===== config.mk =====
export PLATFORM = sky130hd
export DESIGN_NAME = seq_detector_param
export DESIGN_NICKNAME = d
export VERILOG_FILES = /design/src/rtl/seq_det_pkg.sv /design/src/rtl/seq_detector_param_counter.sv /design/src/rtl/seq_detector_param.sv
export SDC_FILE = /design/constraint.sdc
export NUM_CORES = 1
export LEC_CHECK = 0
export CAP_MARGIN = 30
export CORE_AREA = 2 2 45 47
export DETAILED_ROUTE_END_ITERATION = 16
export DIE_AREA = 0 0 47 49
export GPL_TIMING_DRIVEN = 1
export PLACE_DENSITY = 0.76
export SLEW_MARGIN = 10
export SYNTH_ARGS = -nofsm -noshare
export SYNTH_HDL_FRONTEND = slang
export SYNTH_SLANG_ARGS = --single-unit

===== constraint.sdc =====
create_clock -name clk -period 1.7 [get_ports clk]
set_input_delay 0.34 -clock clk [delete_from_list [all_inputs] [get_ports clk]]
set_output_delay 0.34 -clock clk [all_outputs]
set_load 0.005 [all_outputs]

===== src/rtl/seq_det_pkg.sv =====
// Shared helpers for the parametrised serial pattern detector: width math and
// elaboration-time construction of the KMP transition data.
package seq_det_pkg;

    localparam int unsigned MAX_PAT_LEN = 16;
    localparam int unsigned MAX_ST_W    = 4;

    // One next-state entry per matched-prefix length, used when the incoming bit mismatches
    typedef logic [MAX_PAT_LEN-1:0][MAX_ST_W-1:0] kmp_tbl_t;

    // Ceiling log2; callers guarantee v >= 2
    function automatic int unsigned clog2(input int unsigned v);
        int unsigned r;
        int unsigned p;
        r = 0;
        p = 1;
        while (p < v) begin
            p = p << 1;
            r = r + 1;
        end
        return r;
    endfunction

    // Pattern bit in arrival order: index 0 is the first bit received (the MSB)
    function automatic logic pat_bit(input logic [MAX_PAT_LEN-1:0] pat,
                                     input int unsigned            len,
                                     input int unsigned            i);
        return pat[4'(len - 1 - i)];
    endfunction

    // Pattern rearranged so that bit i is the i-th bit expected on the wire
    function automatic logic [MAX_PAT_LEN-1:0] arrival_order(input logic [MAX_PAT_LEN-1:0] pat,
                                                             input int unsigned            len);
        logic [MAX_PAT_LEN-1:0] r;
        r = '0;
        for (int unsigned i = 0; i < len; i++) begin
            r[4'(i)] = pat_bit(pat, len, i);
        end
        return r;
    endfunction

    // Longest proper pattern prefix that is a suffix of (first k pattern bits, then b)
    function automatic int unsigned border(input logic [MAX_PAT_LEN-1:0] pat,
                                           input int unsigned            len,
                                           input int unsigned            k,
                                           input logic                   b);
        int unsigned n;
        int unsigned best;
        int unsigned idx;
        logic        ok;
        logic        sb;
        n    = k + 1;
        best = 0;
        for (int unsigned l = 1; (l < len) && (l <= n); l++) begin
            ok = 1'b1;
            for (int unsigned j = 0; j < l; j++) begin
                idx = n - l + j;
                sb  = (idx < k) ? pat_bit(pat, len, idx) : b;
                if (sb != pat_bit(pat, len, j)) begin
                    ok = 1'b0;
                end
            end
            if (ok) begin
                best = l;
            end
        end
        return best;
    endfunction

    // Next state for every k when the received bit is the complement of the expected one
    function automatic kmp_tbl_t build_mismatch_tbl(input logic [MAX_PAT_LEN-1:0] pat,
                                                    input int unsigned            len);
        kmp_tbl_t t;
        t = '0;
        for (int unsigned k = 0; k < len; k++) begin
            t[4'(k)] = MAX_ST_W'(border(pat, len, k, ~pat_bit(pat, len, k)));
        end
        return t;
    endfunction

    // F(len): state to resume from after a full match when overlaps are counted
    function automatic int unsigned full_border(input logic [MAX_PAT_LEN-1:0] pat,
                                                input int unsigned            len);
        return border(pat, len, len - 1, pat_bit(pat, len, len - 1));
    endfunction

endpackage


===== src/rtl/seq_detector_param_counter.sv =====
// Saturating match counter with a sticky saturation flag; clear beats increment.
module seq_match_counter #(
    parameter int unsigned CNT_W = 8
) (
    input  logic             clk,
    input  logic             reset,
    input  logic             inc,
    input  logic             clr,
    output logic [CNT_W-1:0] count,
    output logic             sat
);

    logic [CNT_W-1:0] count_q, count_d;
    logic             sat_q, sat_d;

    // Next count: clear first, otherwise bump unless already at all-ones
    always_comb begin
        count_d = count_q;
        sat_d   = sat_q;
        if (clr) begin
            count_d = '0;
            sat_d   = 1'b0;
        end else begin
            if (inc && !(&count_q)) begin
                count_d = count_q + CNT_W'(1);
            end
            sat_d = sat_q | (&count_d);
        end
    end

    // Counter and flag registers
    always_ff @(posedge clk or posedge reset) begin
        if (reset) begin
            count_q <= '0;
            sat_q   <= 1'b0;
        end else begin
            count_q <= count_d;
            sat_q   <= sat_d;
        end
    end

    assign count = count_q;
    assign sat   = sat_q;

endmodule


===== src/rtl/seq_detector_param.sv =====
// Parametrised serial pattern detector built on an elaboration-time KMP automaton.
module seq_detector_param
    import seq_det_pkg::*;
#(
    parameter int unsigned          PAT_LEN = 4,
    parameter logic [PAT_LEN-1:0]   PATTERN = 4'b1010,
    parameter bit                   OVERLAP = 1'b1,
    parameter bit                   REG_OUT = 1'b0,
    parameter int unsigned          CNT_W   = 8
) (
    input  logic             clk,
    input  logic             reset,
    input  logic             x,
    input  logic             valid,
    input  logic             clr_cnt,
    output logic             z,
    output logic [CNT_W-1:0] match_count,
    output logic             cnt_sat
);

    localparam int unsigned ST_W = clog2(PAT_LEN);

    localparam logic [MAX_PAT_LEN-1:0] PAT_ORD = arrival_order(MAX_PAT_LEN'(PATTERN), PAT_LEN);
    localparam kmp_tbl_t               MIS_TBL = build_mismatch_tbl(MAX_PAT_LEN'(PATTERN), PAT_LEN);

    // Encodings at or above PAT_LEN are unreachable and are steered back to idle
    localparam logic [MAX_PAT_LEN:0]   LIVE_W  = ((MAX_PAT_LEN + 1)'(1) << PAT_LEN) - (MAX_PAT_LEN + 1)'(1);
    localparam logic [MAX_PAT_LEN-1:0] LIVE    = LIVE_W[MAX_PAT_LEN-1:0];

    localparam logic [ST_W-1:0] S_IDLE = '0;
    localparam logic [ST_W-1:0] S_LAST = ST_W'(PAT_LEN - 1);
    localparam logic [ST_W-1:0] S_FULL = ST_W'(full_border(MAX_PAT_LEN'(PATTERN), PAT_LEN));

    logic [ST_W-1:0] state_q, state_d;
    logic            z_q, z_d;
    logic            match_c;
    logic            exp_bit;

    assign exp_bit = PAT_ORD[4'(state_q)];

    // Next state and Mealy match from matched-prefix length and the incoming bit
    always_comb begin
        state_d = state_q;
        match_c = 1'b0;
        if (!LIVE[4'(state_q)]) begin
            state_d = S_IDLE;
        end else if (valid) begin
            if (x == exp_bit) begin
                if (state_q == S_LAST) begin
                    match_c = 1'b1;
                    state_d = OVERLAP ? S_FULL : S_IDLE;
                end else begin
                    state_d = state_q + ST_W'(1);
                end
            end else begin
                state_d = ST_W'(MIS_TBL[4'(state_q)]);
            end
        end
        z_d = match_c;
    end

    // State and delayed-match registers; reset drops any partial match
    always_ff @(posedge clk or posedge reset) begin
        if (reset) begin
            state_q <= S_IDLE;
            z_q     <= 1'b0;
        end else begin
            state_q <= state_d;
            z_q     <= z_d;
        end
    end

    assign z = REG_OUT ? z_q : match_c;

    seq_match_counter #(
        .CNT_W (CNT_W)
    ) u_cnt (
        .clk   (clk),
        .reset (reset),
        .inc   (match_c),
        .clr   (clr_cnt),
        .count (match_count),
        .sat   (cnt_sat)
    );

endmodule


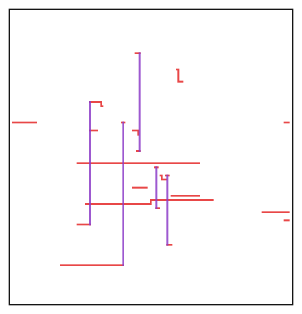
**Above:** routed metal, one colour a layer.
Scale: 6 px per um. Two of the layers only.
| colour | layer | wire length |
|---|---|---|
| purple | met4 | 78.9 um |
| red | met3 | 83.7 um |
average routed wire per standard cell: 14.5 um
overall routing resource usage: 0.207
via count of the routed design: 731

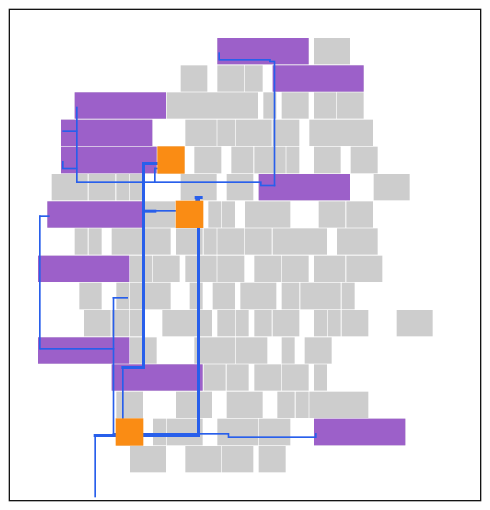
**Above:** clock wires, drivers and flops.
Scale: 10 px per um.
[purple] flip-flops | count: 11
[orange] cells driving clock nets | count: 3
[blue] clock wires | length: 191 um
routed clock nets: 4
Clock Skews: 0.00341 ns
Clock Power: 186 uW
clock power share: 0.367

==> out/results.txt <==
outcome - finished, final reports clean
TritonCTS clock tree - built
boundary pin count - 15
area share, top type - 0.399
number of buffers created by CTS - 3
xor/xnor share - 0.0507
net switching power of the design - 126 uW
clock period minus final worst setup slack - 1.69 ns
number of cells in the yosys synthesis report - 75
buffer-and-inverter tally for the worst setup path - 2
peak supply drop - 0.365 mV
YS chip area - 691 um^2
global-route wire length before repair - 3360 um
worst max-slew margin expressed relative to the limit - 0.704
pin count of the biggest net entering global routing - 12
initial antenna violation count - 0
met3 wire length - 83 um
Tightest Hold Check Type - in -> async
Critical Path End - match_count[2]
crit-path leading delay family - buffers and inverters
buffer levels on the longest clock path - 2
area share of and/or/nand/nor cells after synthesis - 0.263
sequential share of the synthesized area - 0.399
top cell type by total area after synthesis - dfrtp_1
Avg Inst Size Synth - 9.21 um^2
slowest stage cell, crit path - clkdlybuf4s50_1
instance area at placement - 980 um^2
upper clock frequency limit - 591 MHz
CP Cell Sequence - buf_4 > clkdlybuf4s50_1
flip-flop and latch count after synthesis - 11
overall chip area - 2300 um^2
Comb power - 47.5 uW
routed metal-1 wire length - 800 um
RSZ-0062 raised after global routing - true
mux contribution to synthesized area - 0.0634
DR WL met2 - 1040 um
grt ovf - 0
Setup Slack @ Placement - -0.358 ns
Max Cap Violations - 0
number of iterations in the first detailed-routing pass - 4
met1 track demand over resource - 0.265
share of the core filled with cells in the final layout - 0.582
beginning of the worst register-to-register path - u_cnt.count[0]
total power per unit cell area - 475 nW/um^2
met2 routing resource usage after global routing - 0.311
repair_timing:
action	in CTS	in global routing
setup buffers	3	2
pin swaps	7	4
resized	7	2
setup endpoints to repair	2	4
Yosys cell counts (all sizes together) (3+ instances only):
library cell  count
buf               3
dfrtp            11
inv               5
mux2              3
nand2             7
nand3             3
nor2              8
nor3              3
xnor2             4
cell type report:
| cell class | instances | area (um^2) |
|---|---|---|
| Timing Repair Buffer | 36 | 305 |
| Sequential cell | 11 | 278 |
| Tap cell | 27 | 33.8 |
| Fill cell | 163 | 771 |
| Clock buffer | 4 | 26.3 |
| Inverter | 5 | 18.8 |
| Multi-Input combinational cell | 55 | 409 |
registers in the layout, indices dropped and copies added (netlist names):
register and flops:
u_cnt.sat 1, state_q 2, u_cnt.count 8
Power is estimated from default activity; no workload was simulated.
